**config.mk**
```make
export PLATFORM = sky130hd
export DESIGN_NAME = data_mem_arbiter
export DESIGN_NICKNAME = d
export VERILOG_FILES = /design/src/rtl/data_mem_arbiter.sv
export SDC_FILE = /design/constraint.sdc
export NUM_CORES = 1
export LEC_CHECK = 0
export ABC_CLOCK_PERIOD_IN_PS = 2280
export CORE_AREA = 2 2 116 118
export CTS_CLUSTER_SIZE = 12
export DETAILED_ROUTE_END_ITERATION = 10
export DIE_AREA = 0 0 118 120
export PLACE_DENSITY_LB_ADDON = 0.3
export SYNTH_ARGS = -nofsm -noshare
export SYNTH_HDL_FRONTEND = slang
export SYNTH_SLANG_ARGS = --single-unit
```
**constraint.sdc**
```tcl
create_clock -name clk -period 2.28 [get_ports clk]
set_input_delay 0.456 -clock clk [delete_from_list [all_inputs] [get_ports clk]]
set_output_delay 0.456 -clock clk [all_outputs]
set_load 0.1 [all_outputs]
```
**src/rtl/data_mem_arbiter.sv**
```systemverilog
// Round-robin arbiter sharing one word-addressed data memory between two
// requesters; each access is sequenced IDLE -> ACCESS -> RESP.
module data_mem_arbiter #(
  parameter int DATA_WIDTH = 32,
  parameter int ADDR_WIDTH = 32,
  parameter int MEM_SIZE   = 256
) (
  input  logic                  clk,
  input  logic                  reset,
  input  logic                  m0_req,
  input  logic                  m0_we,
  input  logic [ADDR_WIDTH-1:0] m0_addr,
  input  logic [DATA_WIDTH-1:0] m0_wdata,
  output logic                  m0_ack,
  output logic                  m0_err,
  output logic [DATA_WIDTH-1:0] m0_rdata,
  input  logic                  m1_req,
  input  logic                  m1_we,
  input  logic [ADDR_WIDTH-1:0] m1_addr,
  input  logic [DATA_WIDTH-1:0] m1_wdata,
  output logic                  m1_ack,
  output logic                  m1_err,
  output logic [DATA_WIDTH-1:0] m1_rdata,
  output logic                  mem_we,
  output logic [ADDR_WIDTH-1:0] mem_addr,
  output logic [DATA_WIDTH-1:0] mem_wdata,
  input  logic [DATA_WIDTH-1:0] mem_rdata,
  output logic                  busy
);

  localparam logic [1:0] S_IDLE   = 2'd0;
  localparam logic [1:0] S_ACCESS = 2'd1;
  localparam logic [1:0] S_RESP   = 2'd2;

  function automatic logic addr_out_of_range(input logic [ADDR_WIDTH-1:0] a);
    return (a >> 2) >= ADDR_WIDTH'(MEM_SIZE);
  endfunction

  logic [1:0]            state_q, state_d;
  logic                  gnt_q, gnt_d;
  logic                  rr_last_q, rr_last_d;
  logic                  we_q, we_d;
  logic                  err_q, err_d;
  logic                  mem_we_q, mem_we_d;
  logic [ADDR_WIDTH-1:0] mem_addr_q, mem_addr_d;
  logic [DATA_WIDTH-1:0] mem_wdata_q, mem_wdata_d;
  logic [DATA_WIDTH-1:0] rdata_q, rdata_d;
  logic                  m0_ack_q, m0_ack_d, m1_ack_q, m1_ack_d;
  logic                  m0_err_q, m0_err_d, m1_err_q, m1_err_d;
  logic                  busy_q, busy_d;

  logic                  sel_m1_s;
  logic                  req_we_s;
  logic [ADDR_WIDTH-1:0] req_addr_s;
  logic [DATA_WIDTH-1:0] req_wdata_s;
  logic                  req_err_s;

  // On a tie the requester that was not granted last time wins.
  assign sel_m1_s    = m1_req & (~m0_req | ~rr_last_q);
  assign req_we_s    = sel_m1_s ? m1_we    : m0_we;
  assign req_addr_s  = sel_m1_s ? m1_addr  : m0_addr;
  assign req_wdata_s = sel_m1_s ? m1_wdata : m0_wdata;
  assign req_err_s   = addr_out_of_range(req_addr_s);

  // Sequencer next-state and output computation.
  always_comb begin
    state_d     = state_q;
    gnt_d       = gnt_q;
    rr_last_d   = rr_last_q;
    we_d        = we_q;
    err_d       = err_q;
    mem_we_d    = 1'b0;
    mem_addr_d  = mem_addr_q;
    mem_wdata_d = mem_wdata_q;
    rdata_d     = rdata_q;
    m0_ack_d    = 1'b0;
    m1_ack_d    = 1'b0;
    m0_err_d    = 1'b0;
    m1_err_d    = 1'b0;
    case (state_q)
      S_IDLE: begin
        if (m0_req || m1_req) begin
          state_d     = S_ACCESS;
          gnt_d       = sel_m1_s;
          rr_last_d   = sel_m1_s;
          we_d        = req_we_s;
          err_d       = req_err_s;
          mem_we_d    = req_we_s & ~req_err_s;
          mem_addr_d  = {req_addr_s[ADDR_WIDTH-1:2], 2'b00};
          mem_wdata_d = req_wdata_s;
        end else begin
          state_d = S_IDLE;
        end
      end
      S_ACCESS: begin
        state_d  = S_RESP;
        rdata_d  = (!we_q && !err_q) ? mem_rdata : {DATA_WIDTH{1'b0}};
        m0_ack_d = ~gnt_q;
        m1_ack_d = gnt_q;
        m0_err_d = ~gnt_q & err_q;
        m1_err_d = gnt_q & err_q;
      end
      S_RESP: begin
        state_d = S_IDLE;
      end
      default: begin
        state_d = S_IDLE;
      end
    endcase
    busy_d = (state_d != S_IDLE);
  end

  // State and registered outputs; reset also kills an in-flight write strobe.
  always_ff @(posedge clk or negedge reset) begin
    if (!reset) begin
      state_q     <= S_IDLE;
      gnt_q       <= 1'b0;
      rr_last_q   <= 1'b1;
      we_q        <= 1'b0;
      err_q       <= 1'b0;
      mem_we_q    <= 1'b0;
      mem_addr_q  <= {ADDR_WIDTH{1'b0}};
      mem_wdata_q <= {DATA_WIDTH{1'b0}};
      rdata_q     <= {DATA_WIDTH{1'b0}};
      m0_ack_q    <= 1'b0;
      m1_ack_q    <= 1'b0;
      m0_err_q    <= 1'b0;
      m1_err_q    <= 1'b0;
      busy_q      <= 1'b0;
    end else begin
      state_q     <= state_d;
      gnt_q       <= gnt_d;
      rr_last_q   <= rr_last_d;
      we_q        <= we_d;
      err_q       <= err_d;
      mem_we_q    <= mem_we_d;
      mem_addr_q  <= mem_addr_d;
      mem_wdata_q <= mem_wdata_d;
      rdata_q     <= rdata_d;
      m0_ack_q    <= m0_ack_d;
      m1_ack_q    <= m1_ack_d;
      m0_err_q    <= m0_err_d;
      m1_err_q    <= m1_err_d;
      busy_q      <= busy_d;
    end
  end

  assign m0_ack    = m0_ack_q;
  assign m1_ack    = m1_ack_q;
  assign m0_err    = m0_err_q;
  assign m1_err    = m1_err_q;
  assign m0_rdata  = rdata_q;
  assign m1_rdata  = rdata_q;
  assign mem_we    = mem_we_q;
  assign mem_addr  = mem_addr_q;
  assign mem_wdata = mem_wdata_q;
  assign busy      = busy_q;

endmodule

```
==> images/congestion.png <==
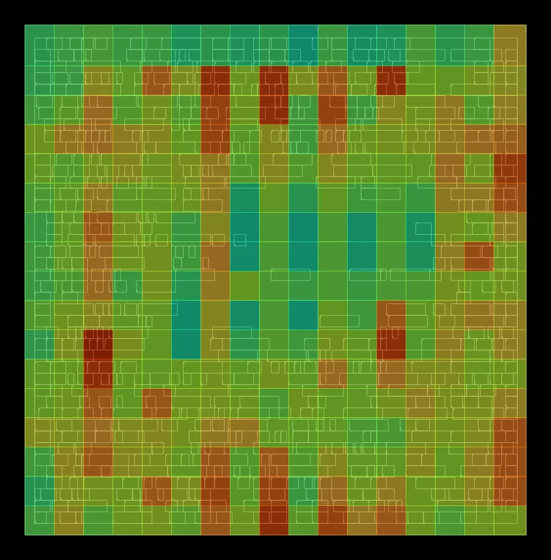
GRT met2 Usage: 0.342
GRT met1 Usage: 0.222

==> ci_impl_report.md <==
### Yosys + OpenROAD results

| Metric | Value |
|---|---|
| Max FO, Critical Path | `2` |
| CTS H-tree lvls | `3` |
| Largest net degree at the start of global routing | `between 80 and 90` |
| DRT Wirelength | `about 13000 um` |
| FMAX | `0.551 GHz` |
| Instance count on the critical path | `5` |
| Final Non-Filler Cells | `a little under 900` |
| Startpoint types | `primary input` |
| DRC | `0` |
| Post-CTS Repair Setup Buffers | `0` |
| Filler Cell Count | `~1100` |
| CTS Buffer Depth | `2` |
| Gr usage total | `0.188` |
| Vias per cell | `roughly 4.7` |
| Reg2reg setup slack | `about 0.63 ns` |
| Post-CTS resize count | `0` |
| Largest logic family | `AND-OR/OR-AND gates` |
| Status | `completed` |
| Critical path buffer and inverter count | `1` |
==> images/flops_by_reg.png <==
The bar under the picture is 20 um long. Other sequential cells in the stronger gray, the rest of the logic in the fainter gray.
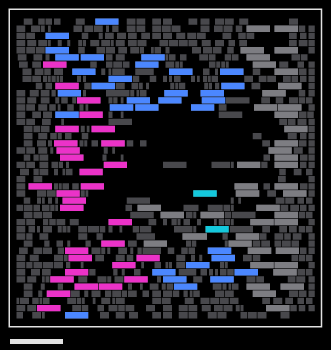
mem_addr -> magenta  # placed flops 30
state_q -> cyan  # placed flops 2
mem_wdata -> blue  # placed flops 32
FF/Latch Area: 0.00265 mm2
Seq/total area: 0.345

Yosys cell counts:
master,n,area (um2)
buf_4,39,293
nor2_1,4,15.0
o21ai_0,64,320
dfrtp_1,105,2630
and3_1,2,12.5
nor4_1,7,43.8
a21boi_1,1,7.51
and2_1,1,6.26
nand4_1,1,6.26
a22o_1,32,280
a31oi_1,1,6.26
mux2i_1,63,631
or4_4,1,11.3
o21ai_1,1,5.00
a211oi_2,1,12.5
inv_1,3,11.3
or4_1,2,15.0
nand2_1,65,244
and4_1,1,8.76
dfstp_2,1,26.3
nand4_2,1,12.5
nor3_1,1,5.00
nand2b_1,1,6.26
a31o_1,1,8.76
a21oi_1,1,5.00
buf_2,8,40.0
nor3_2,2,20.0
conb_1,1,3.75
clkbuf_1,15,56.3
